**src/rtl/mc_dp_pkg.sv**
```systemverilog
// Shared definitions for the multi-cycle datapath: opcodes, ALU function codes,
// instruction field positions, FSM state encoding and flag bit indices.
package mc_dp_pkg;

  localparam logic [2:0] OP_ALU  = 3'b000;
  localparam logic [2:0] OP_LD   = 3'b001;
  localparam logic [2:0] OP_ST   = 3'b010;
  localparam logic [2:0] OP_HALT = 3'b011;
  localparam logic [2:0] OP_ALUI = 3'b100;
  localparam logic [2:0] OP_ILL  = 3'b101;
  localparam logic [2:0] OP_BR   = 3'b110;
  localparam logic [2:0] OP_JMP  = 3'b111;

  localparam logic [3:0] FS_MOVA  = 4'h0;
  localparam logic [3:0] FS_INC   = 4'h1;
  localparam logic [3:0] FS_ADD   = 4'h2;
  localparam logic [3:0] FS_ADDC  = 4'h3;
  localparam logic [3:0] FS_SUBB  = 4'h4;
  localparam logic [3:0] FS_SUB   = 4'h5;
  localparam logic [3:0] FS_DEC   = 4'h6;
  localparam logic [3:0] FS_MOVA2 = 4'h7;
  localparam logic [3:0] FS_AND   = 4'h8;
  localparam logic [3:0] FS_OR    = 4'h9;
  localparam logic [3:0] FS_XOR   = 4'hA;
  localparam logic [3:0] FS_NOT   = 4'hB;
  localparam logic [3:0] FS_MOVB  = 4'hC;
  localparam logic [3:0] FS_SHR   = 4'hD;
  localparam logic [3:0] FS_SHL   = 4'hE;
  localparam logic [3:0] FS_ZERO  = 4'hF;

  localparam logic [3:0] BR_Z  = 4'h0;
  localparam logic [3:0] BR_N  = 4'h1;
  localparam logic [3:0] BR_ZF = 4'h2;
  localparam logic [3:0] BR_NF = 4'h3;

  localparam int OP_HI = 15;
  localparam int OP_LO = 13;
  localparam int FS_HI = 12;
  localparam int FS_LO = 9;
  localparam int DR_HI = 8;
  localparam int DR_LO = 6;
  localparam int SA_HI = 5;
  localparam int SA_LO = 3;
  localparam int SB_HI = 2;
  localparam int SB_LO = 0;

  localparam int FLAG_Z = 3;
  localparam int FLAG_N = 2;
  localparam int FLAG_C = 1;
  localparam int FLAG_V = 0;

  typedef enum logic [2:0] {
    ST_IDLE  = 3'd0,
    ST_FETCH = 3'd1,
    ST_EXEC  = 3'd2,
    ST_MEM   = 3'd3,
    ST_HALT  = 3'd4
  } state_t;

  function automatic logic is_alu_op(input logic [2:0] op);
    return (op == OP_ALU) || (op == OP_ALUI);
  endfunction

endpackage

```
**src/rtl/mc_dp_alu.sv**
```systemverilog
// Combinational ALU: 16-entry function table producing a DW-bit result and
// {Z,N,C,V}. Arithmetic functions share one adder with a carry-in.
module mc_dp_alu
  import mc_dp_pkg::*;
#(
  parameter int DW = 16
) (
  input  logic [DW-1:0] i_a,
  input  logic [DW-1:0] i_b,
  input  logic [3:0]    i_fs,
  output logic [DW-1:0] o_result,
  output logic [3:0]    o_flags
);

  logic [DW-1:0] w_y;
  logic          w_cin;
  logic          w_arith;
  logic [DW:0]   w_sum;
  logic          w_c;
  logic          w_v;

  always_comb begin
    w_y      = '0;
    w_cin    = 1'b0;
    w_arith  = 1'b1;
    w_sum    = '0;
    w_c      = 1'b0;
    w_v      = 1'b0;
    o_result = '0;
    o_flags  = '0;

    // A is always the left adder operand; only the right operand and carry-in vary.
    case (i_fs)
      FS_INC:  begin w_y = '0;   w_cin = 1'b1; end
      FS_ADD:  begin w_y = i_b;  w_cin = 1'b0; end
      FS_ADDC: begin w_y = i_b;  w_cin = 1'b1; end
      FS_SUBB: begin w_y = ~i_b; w_cin = 1'b0; end
      FS_SUB:  begin w_y = ~i_b; w_cin = 1'b1; end
      FS_DEC:  begin w_y = '1;   w_cin = 1'b0; end
      default: w_arith = 1'b0;
    endcase

    w_sum = {1'b0, i_a} + {1'b0, w_y} + (DW+1)'(w_cin);

    if (w_arith) begin
      o_result = w_sum[DW-1:0];
      w_c      = w_sum[DW];
      w_v      = (i_a[DW-1] == w_y[DW-1]) && (w_sum[DW-1] != i_a[DW-1]);
    end else begin
      case (i_fs)
        FS_MOVA:  o_result = i_a;
        FS_MOVA2: o_result = i_a;
        FS_AND:   o_result = i_a & i_b;
        FS_OR:    o_result = i_a | i_b;
        FS_XOR:   o_result = i_a ^ i_b;
        FS_NOT:   o_result = ~i_a;
        FS_MOVB:  o_result = i_b;
        FS_SHR:   begin o_result = {1'b0, i_b[DW-1:1]}; w_c = i_b[0]; end
        FS_SHL:   begin o_result = {i_b[DW-2:0], 1'b0}; w_c = i_b[DW-1]; end
        FS_ZERO:  o_result = '0;
        default:  o_result = '0;
      endcase
    end

    o_flags[FLAG_Z] = (o_result == '0);
    o_flags[FLAG_N] = o_result[DW-1];
    o_flags[FLAG_C] = w_c;
    o_flags[FLAG_V] = w_v;
  end

endmodule

```
**src/rtl/mc_datapath.sv**
```systemverilog
// Multi-cycle 16-bit-instruction datapath: IDLE/FETCH/EXEC/MEM/HALT control FSM,
// eight DW-bit registers, status flags, and req/ack instruction and data ports.
module mc_datapath
  import mc_dp_pkg::*;
#(
  parameter int            DW       = 16,
  parameter int            AW       = 8,
  parameter logic [AW-1:0] RESET_PC = '0
) (
  input  logic          clk,
  input  logic          rst,
  input  logic          run,
  output logic          imem_req,
  output logic [AW-1:0] imem_addr,
  input  logic          imem_ack,
  input  logic [15:0]   imem_rdata,
  output logic          dmem_req,
  output logic          dmem_we,
  output logic [AW-1:0] dmem_addr,
  output logic [DW-1:0] dmem_wdata,
  input  logic          dmem_ack,
  input  logic [DW-1:0] dmem_rdata,
  output logic [AW-1:0] pc,
  output logic [3:0]    flags,
  output logic          halted,
  output logic          error
);

  // Handshake: a request stays high with address/data frozen until an ack is
  // sampled on a rising edge while req=1 (same-cycle ack allowed); that edge
  // completes the access. Acks seen while req=0 have no effect.

  state_t        r_state;
  state_t        w_next;
  logic [AW-1:0] r_pc;
  logic [15:0]   r_ir;
  logic [DW-1:0] r_regs [8];
  logic [3:0]    r_flags;
  logic          r_error;

  logic [2:0]    w_op;
  logic [3:0]    w_fs;
  logic [2:0]    w_dr;
  logic [2:0]    w_sa;
  logic [2:0]    w_sb;
  logic [DW-1:0] w_a;
  logic [DW-1:0] w_b_reg;
  logic [DW-1:0] w_alu_b;
  logic [DW-1:0] w_alu_res;
  logic [3:0]    w_alu_flags;
  logic [5:0]    w_br_off;
  logic [AW-1:0] w_br_ext;
  logic          w_br_taken;
  logic          w_fetch_done;
  logic          w_mem_done;
  logic [AW-1:0] w_pc_inc;

  assign w_op    = r_ir[OP_HI:OP_LO];
  assign w_fs    = r_ir[FS_HI:FS_LO];
  assign w_dr    = r_ir[DR_HI:DR_LO];
  assign w_sa    = r_ir[SA_HI:SA_LO];
  assign w_sb    = r_ir[SB_HI:SB_LO];
  assign w_a     = r_regs[w_sa];
  assign w_b_reg = r_regs[w_sb];
  assign w_alu_b = (w_op == OP_ALUI) ? DW'(w_sb) : w_b_reg;

  assign w_br_off = {w_dr, w_sb};
  assign w_br_ext = AW'($signed(w_br_off));
  assign w_pc_inc = r_pc + AW'(1);

  assign w_fetch_done = (r_state == ST_FETCH) && imem_ack;
  assign w_mem_done   = (r_state == ST_MEM) && dmem_ack;

  mc_dp_alu #(.DW(DW)) u_alu (
    .i_a      (w_a),
    .i_b      (w_alu_b),
    .i_fs     (w_fs),
    .o_result (w_alu_res),
    .o_flags  (w_alu_flags)
  );

  always_comb begin
    w_br_taken = 1'b0;
    case (w_fs)
      BR_Z:    w_br_taken = (w_a == '0);
      BR_N:    w_br_taken = w_a[DW-1];
      BR_ZF:   w_br_taken = r_flags[FLAG_Z];
      BR_NF:   w_br_taken = r_flags[FLAG_N];
      default: w_br_taken = 1'b0;
    endcase
  end

  always_ff @(posedge clk) begin
    if (rst) r_state <= ST_IDLE;
    else     r_state <= w_next;
  end

  always_comb begin
    w_next   = r_state;
    imem_req = 1'b0;
    dmem_req = 1'b0;
    dmem_we  = 1'b0;
    case (r_state)
      ST_IDLE:  if (run) w_next = ST_FETCH;
      ST_FETCH: begin
        imem_req = 1'b1;
        if (imem_ack) w_next = ST_EXEC;
      end
      ST_EXEC: begin
        case (w_op)
          OP_LD, OP_ST:    w_next = ST_MEM;
          OP_HALT, OP_ILL: w_next = ST_HALT;
          default:         w_next = ST_FETCH;
        endcase
      end
      ST_MEM: begin
        dmem_req = 1'b1;
        dmem_we  = (w_op == OP_ST);
        if (dmem_ack) w_next = ST_FETCH;
      end
      ST_HALT:  w_next = ST_HALT;
      default:  w_next = ST_IDLE;
    endcase
  end

  always_ff @(posedge clk) begin
    if (rst) begin
      r_pc    <= RESET_PC;
      r_ir    <= '0;
      r_flags <= '0;
      r_error <= 1'b0;
      for (int i = 0; i < 8; i++) r_regs[i] <= '0;
    end else begin
      if (w_fetch_done) r_ir <= imem_rdata;
      if (r_state == ST_EXEC) begin
        case (w_op)
          OP_ALU, OP_ALUI: begin
            r_regs[w_dr] <= w_alu_res;
            r_flags      <= w_alu_flags;
            r_pc         <= w_pc_inc;
          end
          OP_BR:   r_pc    <= w_br_taken ? (r_pc + w_br_ext) : w_pc_inc;
          OP_JMP:  r_pc    <= w_a[AW-1:0];
          OP_ILL:  r_error <= 1'b1;
          default: ;
        endcase
      end
      // Loads and stores retire on the data ack edge, so pc only moves then.
      if (w_mem_done) begin
        if (w_op == OP_LD) r_regs[w_dr] <= dmem_rdata;
        r_pc <= w_pc_inc;
      end
    end
  end

  assign imem_addr  = r_pc;
  assign pc         = r_pc;
  assign dmem_addr  = w_a[AW-1:0];
  assign dmem_wdata = w_b_reg;
  assign flags      = r_flags;
  assign halted     = (r_state == ST_HALT);
  assign error      = r_error;

  logic w_unused;
  assign w_unused = is_alu_op(w_op);

endmodule

```
**config.mk**
```make
export PLATFORM = sky130hd
export DESIGN_NAME = mc_datapath
export DESIGN_NICKNAME = d
export VERILOG_FILES = /design/src/rtl/mc_dp_pkg.sv /design/src/rtl/mc_dp_alu.sv /design/src/rtl/mc_datapath.sv
export SDC_FILE = /design/constraint.sdc
export NUM_CORES = 1
export LEC_CHECK = 0
export CORE_MARGIN = 3
export CORE_UTILIZATION = 44
export DETAILED_ROUTE_END_ITERATION = 12
export GPL_TIMING_DRIVEN = 0
export MAX_ROUTING_LAYER = met4
export PLACE_DENSITY = 0.75
export SLEW_MARGIN = 0
export SYNTH_ARGS = -nofsm -noshare
export SYNTH_HDL_FRONTEND = slang
export SYNTH_SLANG_ARGS = --single-unit
```
**constraint.sdc**
```tcl
create_clock -name clk -period 6.68 [get_ports clk]
set_input_delay 1.336 -clock clk [delete_from_list [all_inputs] [get_ports clk]]
set_output_delay 1.336 -clock clk [all_outputs]
set_load 0.02 [all_outputs]
```
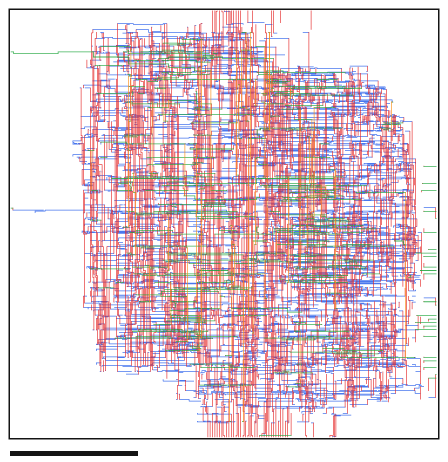
Figure 1: wiring by layer.
Bar = 50 µm.
colour	layer	wire length
green	met3	3360 µm
orange	met4	1550 µm
blue	met1	14000 µm
red	met2	17800 µm
routed wire length: 36700 µm
WL per Instance: 23.4 µm
Via Count: 9876
GRT Total Usage: 0.264

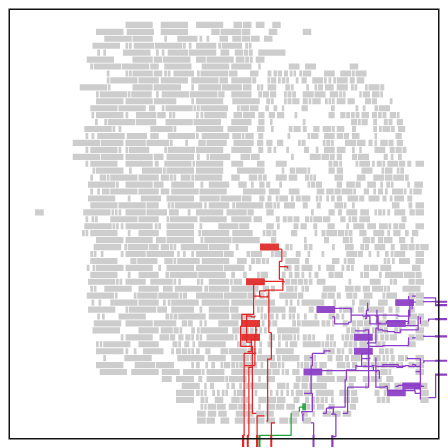
Figure 2: port wiring.
colour	port	bits	direction	edge	end cells	wire
red	`flags`	4	output	south	4	304 µm
purple	`pc`	8	output	6 east, 2 south	8	513 µm
green	`run`	1	input	south	1	24.9 µm
# IOs: 86
I/O Buffers: 84

power by group through the flow:
stage | Clock (W) | Sequential, W | Combinational (W)
6_report | 0.000966 | 0.00118 | 0.000660
5_1_grt | 0.00100 | 0.00118 | 0.000704
4_1_cts | 0.000961 | 0.00118 | 0.000645
3_5_place_dp | 0 | 0.00120 | 0.000641
3_3_place_gp | 0 | 0.00120 | 0.000631
2_1_floorplan | 0 | 0.00119 | 0.000421
area by class of cell:
class                   instances  area share
clock inverters                14      0.0105
inverters                      45      0.0127
clock buffers                  17      0.0319
flip-flops and latches        166       0.346
multi-input cells             837       0.478
repair buffers                 84      0.0631
plain buffers                  75      0.0274
well taps                     330      0.0310
metrics by stage:
step                worst slack (ns)  total power (W)  hold slack [ns]
finish                         0.386          0.00281            0.464
global route                  0.0438          0.00289            0.491
CTS                            0.440          0.00278            0.468
detailed placement             0.473          0.00184            0.454
global placement               0.602          0.00183            0.448
floorplan                       1.72          0.00161            0.436
worst min-delay path, stage by stage, from the launching register on:
cell and delay, ns:
dfxtp_1 0.30, nand2_1 0.05, a21oi_1 0.07
worst paths after layout:
kind	end	start
worst max register to register	flags[3]	flip-flop
worst max-delay path	flags[3]	flip-flop
worst min-delay path	r_ir[4]	r_ir[4]
worst min register to register	r_ir[4]	r_ir[4]
registers in the layout (all words and copies together), names as in the netlist, named ones only:
signal     count
error          1
flags          4
imem_addr      8
r_ir          16
r_state        3
r_regs       128
cells in the mapped netlist, types with 9 or more instances:
cell type / number
ha_1: 55
nand2_1: 90
nor2_1: 195
a21o_1: 10
xnor2_1: 10
edfxtp_1: 128
a21oi_1: 60
buf_2: 9
mux2i_1: 51
nand3_1: 21
mux2_2: 12
inv_1: 45
and3_1: 11
buf_1: 9
dfxtp_1: 38
clkbuf_1: 43
mux4_2: 64
nor3_1: 24
o21ai_1: 13
o21ai_0: 33
and2_1: 13
xor2_1: 15
nand2b_1: 10
nor2b_1: 9
o22ai_1: 21
a211oi_1: 10
buf_4: 9
metal layers:
metal / part of all wire / vias up
met5: 0 / -
met4: 0.042 / 0
met3: 0.091 / 124
met2: 0.48 / 583
met1: 0.38 / 4790
li1: - / 4379
logic make-up after synthesis:
family | count (synthesis)
flip-flops | 166
AND-OR/OR-AND | 209
AND/OR/NAND/NOR | 412
adder cells (fa/ha/maj) | 58
XOR/XNOR | 25
buffers and inverters | 120
multiplexers | 133
==> results.json <==
{
  "status": "finished, final reports clean",
  "grt_max_degree": 17,
  "drtAntennaViolNets": 0,
  "cts.sinks": 166,
  "period_used_share": 0.942,
  "tightest_slew_ns": 1.44,
  "final_area_mm2": 0.0133,
  "ys_area_mm2": 0.0115,
  "worstSetupPathType": "flip-flop to flip-flop",
  "cts_buffers": 17,
  "synthArstFlopShare": 0,
  "synth_cell_types": 68,
  "regToRegSetupSlack_ns": 0.39,
  "end_kind": "flip-flop",
  "aoi_share": 0.117,
  "grt_pass1_vias": 9630,
  "layout_top_cell": "nor2_1",
  "synth.area.top_cells": "edfxtp_1 33%, mux4_2 13%, dfxtp_1 6.6%",
  "logic_family": "multiplexers",
  "cp-start-kind": "flip-flop",
  "rsz0062_at_grt": "false",
  "drv_cap": 0,
  "diodes": 0,
  "grtUsageMet3": 0.0408,
  "syn-cell-area_mm2": 0.0115,
  "p_int_w": 0.00192,
  "yosys_most_used_dff": "edfxtp_1",
  "synthesis.nets": 1218,
  "critPathTopFamily": "AND-OR/OR-AND gates",
  "layout_top_cells": "195 x nor2_1, 128 x edfxtp_1, 90 x nand2_1, 84 x clkdlybuf4s50_1, 64 x mux4_2",
  "fmax_ghz": 0.159,
  "drtPass1Iterations": 6,
  "via_per_inst": 6.30,
  "num_rows": 58,
  "synth.largest_area_cell": "edfxtp_1",
  "hold_path.class": "flip-flop to flip-flop",
  "skew_ns": 0.0143,
  "clockRootBuffer": "clkbuf_16",
  "grt.overflow.total": 0,
  "top_usage_layer": "met2",
  "slew_viol_final": 0,
  "drive_gt1_frac": 0.116,
  "clk_latency_ns": 0.43,
  "antenna_found_initial": 0,
  "cts_tree": "yes",
  "cts_resized": 0
}
Power figures rest on the tool's default switching activity, not on a simulated workload.
